## config.mk

```make
export PLATFORM = sky130hd
export DESIGN_NAME = stop_watch_ctrl
export DESIGN_NICKNAME = d
export VERILOG_FILES = /design/src/rtl/stop_watch_ctrl.sv
export SDC_FILE = /design/constraint.sdc
export NUM_CORES = 1
export LEC_CHECK = 0
export ABC_AREA = 1
export ABC_CLOCK_PERIOD_IN_PS = 4700
export CAP_MARGIN = 10
export CORE_UTILIZATION = 50
export DETAILED_ROUTE_END_ITERATION = 12
export GPL_TIMING_DRIVEN = 0
export PLACE_DENSITY = 0.77
export SKIP_CTS_REPAIR_TIMING = 1
export SLEW_MARGIN = 30
export SYNTH_ARGS = -nofsm -noshare
export SYNTH_HDL_FRONTEND = slang
export SYNTH_SLANG_ARGS = --single-unit
```

## constraint.sdc

```tcl
create_clock -name i_clk -period 4.7 [get_ports i_clk]
set_input_delay 0.705 -clock i_clk [delete_from_list [all_inputs] [get_ports i_clk]]
set_output_delay 0.705 -clock i_clk [all_outputs]
set_load 0.005 [all_outputs]
```

## src/rtl/stop_watch_ctrl.sv

```systemverilog
// stop_watch_ctrl: button conditioning and run/pause/lap/expired sequencing for the min/sec stopwatch.
// Optional define EXPIRE_BLINK_EN blinks the decimal points while in EXPIRED.

module stop_watch_ctrl #(
  parameter int DB_TICKS    = 1_000_000,
  parameter int DB_W        = 20,
  parameter int BLINK_TICKS = 25_000_000
) (
  input  logic       i_clk,
  input  logic       i_reset,
  input  logic       i_btn_start,
  input  logic       i_btn_lap,
  input  logic       i_btn_clr,
  input  logic       i_dir_sw,
  input  logic [3:0] i_d3,
  input  logic [3:0] i_d2,
  input  logic [3:0] i_d1,
  input  logic [3:0] i_d0,
  output logic       o_go,
  output logic       o_clr,
  output logic       o_direc,
  output logic [3:0] o_hex3,
  output logic [3:0] o_hex2,
  output logic [3:0] o_hex1,
  output logic [3:0] o_hex0,
  output logic [3:0] o_dp_out,
  output logic       o_lap_act,
  output logic       o_expired
);

  typedef enum logic [2:0] {
    S_IDLE,
    S_RUN,
    S_LAP,
    S_PAUSE,
    S_EXPIRED
  } stateT;

  localparam logic [DB_W-1:0] DB_LAST = DB_W'(DB_TICKS - 1);

  if ((2 ** DB_W) <= DB_TICKS) begin : g_dbWidthCheck
    $error("stop_watch_ctrl: DB_W too narrow to count DB_TICKS");
  end
  if (BLINK_TICKS < 1) begin : g_blinkCheck
    $error("stop_watch_ctrl: BLINK_TICKS must be at least 1");
  end

  // Button bit order everywhere: [0]=start, [1]=lap, [2]=clr
  logic [2:0]      w_btnRaw;
  logic [2:0]      r_syncA;
  logic [2:0]      r_syncB;
  logic [2:0]      r_dbLevel;
  logic [2:0]      r_press;
  logic [DB_W-1:0] r_dbCnt [0:2];
  logic            r_dirSyncA;
  logic            r_dirSyncB;

  assign w_btnRaw = {i_btn_clr, i_btn_lap, i_btn_start};

  always_ff @(posedge i_clk or posedge i_reset) begin
    if (i_reset) begin
      r_syncA   <= '0;
      r_syncB   <= '0;
      r_dbLevel <= '0;
      r_press   <= '0;
      for (int i = 0; i < 3; i++) begin
        r_dbCnt[i] <= '0;
      end
    end else begin
      r_syncA <= w_btnRaw;
      r_syncB <= r_syncA;
      r_press <= '0;
      for (int i = 0; i < 3; i++) begin
        if (r_syncB[i] == r_dbLevel[i]) begin
          r_dbCnt[i] <= '0;
        end else if (r_dbCnt[i] == DB_LAST) begin
          r_dbCnt[i]   <= '0;
          r_dbLevel[i] <= r_syncB[i];
          r_press[i]   <= r_syncB[i];
        end else begin
          r_dbCnt[i] <= r_dbCnt[i] + DB_W'(1);
        end
      end
    end
  end

  // The direction switch is a slow lever, so it only needs metastability protection
  always_ff @(posedge i_clk or posedge i_reset) begin
    if (i_reset) begin
      r_dirSyncA <= 1'b1;
      r_dirSyncB <= 1'b1;
    end else begin
      r_dirSyncA <= i_dir_sw;
      r_dirSyncB <= r_dirSyncA;
    end
  end

  logic        w_startP;
  logic        w_lapP;
  logic        w_clrP;
  logic        w_zero;
  logic        w_expire;
  stateT       r_state;
  stateT       w_nextState;
  logic        w_latchLap;
  logic        r_go;
  logic        r_clr;
  logic        r_lapAct;
  logic        r_expired;
  logic        r_direc;
  logic [15:0] r_lapDigits;

  assign w_startP = r_press[0];
  assign w_lapP   = r_press[1];
  assign w_clrP   = r_press[2];
  assign w_zero   = ({i_d3, i_d2, i_d1, i_d0} == 16'h0000);
  assign w_expire = ~r_direc & w_zero;

  // Priority inside each state: clr, then expiry, then start, then lap
  always_comb begin
    w_nextState = r_state;
    w_latchLap  = 1'b0;
    case (r_state)
      S_IDLE: begin
        if (w_clrP) begin
          w_nextState = S_IDLE;
        end else if (w_startP && !(!r_dirSyncB && w_zero)) begin
          w_nextState = S_RUN;
        end
      end
      S_RUN: begin
        if (w_clrP) begin
          w_nextState = S_IDLE;
        end else if (w_expire) begin
          w_nextState = S_EXPIRED;
        end else if (w_startP) begin
          w_nextState = S_PAUSE;
        end else if (w_lapP) begin
          w_nextState = S_LAP;
          w_latchLap  = 1'b1;
        end
      end
      S_LAP: begin
        if (w_clrP) begin
          w_nextState = S_IDLE;
        end else if (w_expire) begin
          w_nextState = S_EXPIRED;
        end else if (w_startP) begin
          w_nextState = S_PAUSE;
        end else if (w_lapP) begin
          w_nextState = S_RUN;
        end
      end
      S_PAUSE: begin
        if (w_clrP) begin
          w_nextState = S_IDLE;
        end else if (w_startP) begin
          w_nextState = S_RUN;
        end
      end
      S_EXPIRED: begin
        if (w_clrP) begin
          w_nextState = S_IDLE;
        end
      end
      default: begin
        w_nextState = S_IDLE;
      end
    endcase
  end

  always_ff @(posedge i_clk or posedge i_reset) begin
    if (i_reset) begin
      r_state     <= S_IDLE;
      r_go        <= 1'b0;
      r_clr       <= 1'b0;
      r_lapAct    <= 1'b0;
      r_expired   <= 1'b0;
      r_direc     <= 1'b1;
      r_lapDigits <= '0;
    end else begin
      r_state   <= w_nextState;
      r_go      <= (w_nextState == S_RUN) || (w_nextState == S_LAP);
      r_clr     <= w_clrP;
      r_lapAct  <= (w_nextState == S_LAP);
      r_expired <= (w_nextState == S_EXPIRED);
      if ((r_state == S_IDLE) || (r_state == S_PAUSE)) begin
        r_direc <= r_dirSyncB;
      end
      if (w_latchLap) begin
        r_lapDigits <= {i_d3, i_d2, i_d1, i_d0};
      end
    end
  end

  assign o_go      = r_go;
  assign o_clr     = r_clr;
  assign o_direc   = r_direc;
  assign o_lap_act = r_lapAct;
  assign o_expired = r_expired;
  assign o_hex3    = r_lapAct ? r_lapDigits[15:12] : i_d3;
  assign o_hex2    = r_lapAct ? r_lapDigits[11:8]  : i_d2;
  assign o_hex1    = r_lapAct ? r_lapDigits[7:4]   : i_d1;
  assign o_hex0    = r_lapAct ? r_lapDigits[3:0]   : i_d0;

`ifdef EXPIRE_BLINK_EN
  localparam int BLINK_W = $clog2(BLINK_TICKS + 1);
  localparam logic [BLINK_W-1:0] BLINK_LAST = BLINK_W'(BLINK_TICKS - 1);

  logic [BLINK_W-1:0] r_blinkCnt;
  logic               r_blinkPhase;

  // Phase 0 (dots dark) always starts on the entry edge into EXPIRED
  always_ff @(posedge i_clk or posedge i_reset) begin
    if (i_reset) begin
      r_blinkCnt   <= '0;
      r_blinkPhase <= 1'b0;
    end else if ((w_nextState == S_EXPIRED) && (r_state != S_EXPIRED)) begin
      r_blinkCnt   <= '0;
      r_blinkPhase <= 1'b0;
    end else if (r_state == S_EXPIRED) begin
      if (r_blinkCnt == BLINK_LAST) begin
        r_blinkCnt   <= '0;
        r_blinkPhase <= ~r_blinkPhase;
      end else begin
        r_blinkCnt <= r_blinkCnt + BLINK_W'(1);
      end
    end
  end

  assign o_dp_out = (r_expired && !r_blinkPhase) ? 4'b0000 : 4'b0101;
`else
  assign o_dp_out = 4'b0101;
`endif

endmodule

```

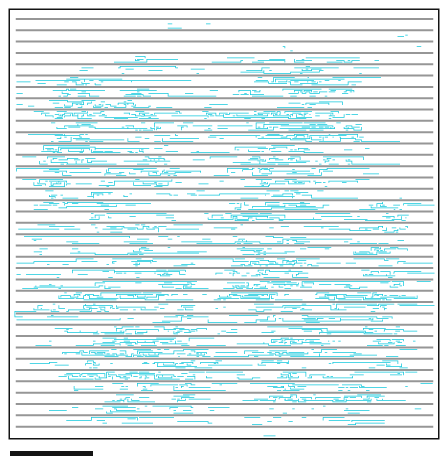
Fig. 1. Met1 routing (run 1).
The bar under the picture is 20 um long. Supply wires on this layer in gray.
The wires run mostly horizontal. The layer carries 4640 um of wire. 649 nets have wire on it. The longest straight run is 25.3 um. The layer holds 45% of the routed length.

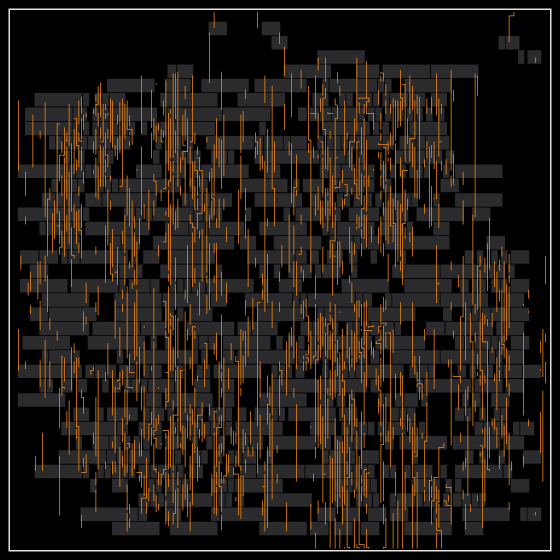
Fig. 2. Metal 2 (run 1).
Cells faint in the background.
580 nets have wire on it. The layer holds 48% of the routed length. The wires run mostly vertical. The longest straight run is 28.6 um. The layer carries 4940 um of wire.

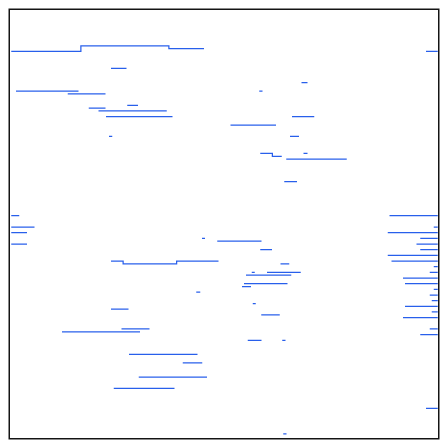
Fig. 3. The metal 3 layer (run 1).
The layer holds 4.3% of the routed length. 52 nets have wire on it.
via total after detailed routing: 4149
routed wire length: 10.2 mm
met3 Use GR: 2.64%

-- run 1: cells by family after synthesis --
| kind of cell | count (synthesis) | synth area share [%] |
|---|---|---|
| buf+inv | 95 | 7.56 |
| simple gates | 324 | 30.9 |
| xor+xnor | 33 | 5.69 |
| other cells | 2 | 0.148 |
| flops | 98 | 48.4 |
| fa+ha+maj | 3 | 0.739 |
| compound gates | 61 | 6.58 |
-- run 1: per-stage QoR --
| stage | std cells | utilization (%) | total power [mW] |
|---|---|---|---|
| 2_1_floorplan | 618 | - | 0.920 |
| 3_3_place_gp | 793 | 57.8 | 0.965 |
| 3_5_place_dp | 794 | 58.1 | 0.971 |
| 4_1_cts | 810 | 60.2 | 1.53 |
| 5_1_grt | 810 | 60.2 | 1.58 |
| 6_report | 810 | 60.2 | 1.52 |
-- run 1: power by group through the flow --
stage	logic, mW	clock network, mW	registers [mW]
detailed placement	0.0947	0	0.876
floorplan	0.0458	0	0.874
finish	0.0926	0.565	0.859
CTS	0.0950	0.577	0.860
global placement	0.0892	0	0.876
global route	0.105	0.610	0.861
-- run 1: registers in the layout, indices dropped and copies added (netlist names) --
name	flops
o_clr	1
o_direc	1
o_expired	1
o_go	1
o_lap_act	1
r_dbCnt	60
r_dbLevel	3
r_dirSyncA	1
r_dirSyncB	1
r_lapDigits	16
r_press	3
r_state	3
r_syncA	3
r_syncB	3
-- run 1: worst paths after layout --
kind	to	slack [ns]	cells after the start
setup / recovery	o_hex1[3]	1.98	4
hold / removal	r_syncB[0]	0.35	0
setup reg to reg	r_lapDigits[3]	2.97	6
hold reg to reg	r_syncB[0]	0.35	0
max in group asynchronous	r_dirSyncB	3.34	3
min in group asynchronous	r_dbCnt[57]	0.71	2
==> flow_summary.json, run 1 <==
{
  "grt_max_degree": 54,
  "crit_required_ns": 3.99,
  "seq_area_share_pct": 41.6,
  "wl_met2_mm": 4.94,
  "criticalPathCategory": "in -> out",
  "place.detailed.hpwl_mm": 7.59,
  "cp_data_arrival_time_ns": 2.01,
  "grt.overflow.total": 0,
  "run_status": "complete, no violations",
  "num-clock-buffers": 10,
  "dp_slack_ns": 2.01,
  "layout.buffer.nonclock.area_share_pct": 8.87,
  "die_h_um": 103,
  "nFillCells": 881,
  "worst_slack_ns": 1.98,
  "clock_tree.buffer_depth": 2,
  "chip_area_sq_um": 10600,
  "crit_start": "i_d1[3]",
  "synth-main-ff-cell": "dfrtp_1",
  "finalWorstPathRequiredPeriod_ns": 2.72,
  "repair_and_plain_buffers": 56,
  "cts.clk_slew.worst_paths_ns": 0.09,
  "dr.first_iter.drc_count": 176,
  "port_buffer_cells": 42,
  "fin_setup_tns_ns": 0,
  "fp.dieW_um": 103,
  "final_nets": 697,
  "p_leak_nw": 2.67,
  "routabilityCongestion": 0.920,
  "vias_in_the_first_global_route": 4107,
  "logic_gate_count": 425,
  "power_per_cell_area_nw_per_um2": 257,
  "synth_stat.cells": 616,
  "cts_tree": "built",
  "clock_root_cell": "clkbuf_8",
  "synth.distinct_cells": 42,
  "clk_share_pct": 3.43,
  "routed-wl-met3_um": 436,
  "synth-area-yosys_sq_um": 5080,
  "p_comb_share_pct": 6.1
}
Fig. 4: run 1, routing congestion
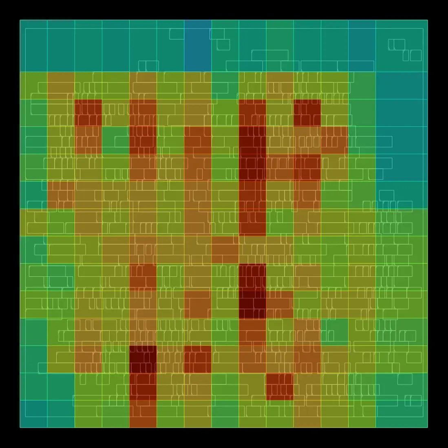

--- run 2 (diff from run 1) ---
- ABC_CLOCK_PERIOD_IN_PS: 4700 -> 2440
- PLACE_DENSITY: 0.77 -> 0.8
- clock period: 4.7 -> 2.44 ns (I/O delays scaled with it)
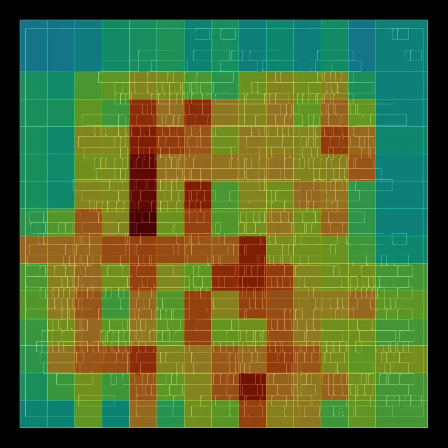
Fig. 5. Routing congestion (run 2).
overall fraction of global-route tracks in use: 21.9%
most used routing layer in global routing: met2
GR Layer Usage met2: 39.6%
met3 Use GR: 4.88%

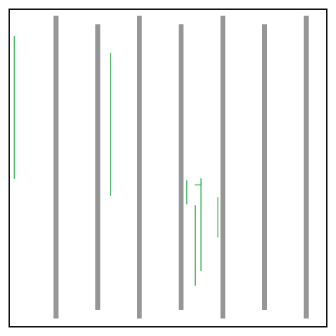
Fig. 6. The metal 4 layer (run 2).
Supply wires on this layer in gray.
The layer carries 171 um of wire. The wires run mostly vertical.
routed wire length: 10.5 mm
via total after detailed routing: 4206

==> run 2 against run 1 <==
Via count increased by 1.4%. Routed wire length increased by 2.4%. Combinational power increased by 100%. Cell area increased by 0.53%. Register-to-register slack got worse by 2.3 ns. Clock skew about the same. Critical path depth decreased by 1. First-iteration DRC count increased by 35%. Power increased by 92%. Critical endpoint is now o_hex3[3]. Largest power group unchanged. Highest routed layer unchanged.
==> flow_summary.json, run 2 <==
{
  "place.detailed.hpwl_mm": 7.64,
  "fin_setup_tns_ns": 0,
  "hold_class": "reg -> reg",
  "fp.dieW_um": 103,
  "cp_endpoint": "o_hex3[3]",
  "largest_register_ff_count": 60,
  "grt.overflow.total": 0,
  "worst_r2r_path_depth": 7,
  "p_leak_nw": 2.69,
  "ys_top_cells_by_area": "dfrtp_1, nand2_1, nor2_1, inv_1, xor2_1",
  "synth-area-yosys_sq_um": 5080,
  "finalWorstPathRequiredPeriod_ns": 2.24,
  "whs_path_depth": 0,
  "cp_data_arrival_time_ns": 1.88,
  "criticalPathCategory": "reg -> out",
  "routabilityCongestion": 0.902,
  "chip_area_sq_um": 10600,
  "whs_endpoint": "r_syncB[0]",
  "cts_tree": "built",
  "finalNonFillerCells": 812,
  "top_flop_regs": "r_dbCnt x60, r_lapDigits x16",
  "vias_in_the_first_global_route": 4165,
  "synth_stat.cells": 616,
  "crit_start": "o_lap_act",
  "remaining_drc_errors": 0,
  "grt_max_degree": 30,
  "async_reset_ff_share_pct": 100,
  "run_status": "complete, no violations",
  "cts.clk_slew.worst_paths_ns": 0.10,
  "clock_root_cell": "clkbuf_8",
  "final_nets": 699,
  "design_power_total_mw": 2.91,
  "registers.top_by_ff_count": "r_dbCnt",
  "setup.reg_to_reg.worst_slack_ns": 0.72,
  "port_buffer_cells": 42,
  "crit_required_ns": 2.07,
  "die_h_um": 103,
  "dr.first_iter.drc_count": 237,
  "synth-main-ff-cell": "dfrtp_1",
  "rr_endpoint": "r_dbCnt[37]",
  "power_per_cell_area_nw_per_um2": 490
}
## run 2: cell counts after synthesis
No cell type changed its count.
## run 2: cell families (layout without fill, tap and decap cells)
family | Yosys count | after routing | share of synthesized area (%)
AND-OR/OR-AND | 61 | 61 | 6.58
other | 2 | 4 | 0.148
AND/OR/NAND/NOR | 324 | 324 | 30.9
adder cells (fa/ha/maj) | 3 | 3 | 0.739
buffers and inverters | 95 | 156 | 7.56
XOR/XNOR | 33 | 33 | 5.69
flip-flops | 98 | 98 | 48.4
## run 2: area by class of cell
| class | instances | area [sq um] |
|---|---|---|
| buffer | 13 | 78.8 |
| clock buffer | 10 | 128 |
| clock inverter | 6 | 65.1 |
| fill | 841 | 3880 |
| inverter | 82 | 312 |
| multi-input combinational | 425 | 2250 |
| sequential | 98 | 2460 |
| tap | 133 | 166 |
| timing repair buffer | 45 | 488 |
## run 2: routing by layer
metal,vias to the layer above,wire length [um],part of all wire (%)
li1,2080,-,-
met1,1996,4520,43
met2,114,5280,50
met3,16,513,4.9
met4,0,170,1.6
met5,-,0,0
## run 2: metrics by stage
stage	area, sq um	hold WS [ns]	util (%)	worst slack (ns)
after floorplan	5090	0.331	-	0.915
after global placement	5680	0.337	57.8	-0.0457
after detailed placement	5740	0.336	58.5	0.448
after CTS	5940	0.352	60.5	0.0877
after global routing	5940	0.352	60.5	0.101
final	5940	0.344	60.5	0.195
## run 2: critical path, cell delays in order, from the launching register on
cell	delay (ns)
dfrtp_1	0.46
clkbuf_1	0.25
o21ai_0	0.26
clkdlybuf4s50_1	0.54
## run 2: power by group
| group | internal (mW) | leakage (nW) | switching [mW] |
|---|---|---|---|
| Combinational | 0.0905 | 1.27 | 0.0961 |
| Sequential | 1.64 | 1.33 | 0.0129 |
| Clock | 0.479 | 0.0971 | 0.587 |
Power figures rest on the tool's default switching activity, not on a simulated workload.
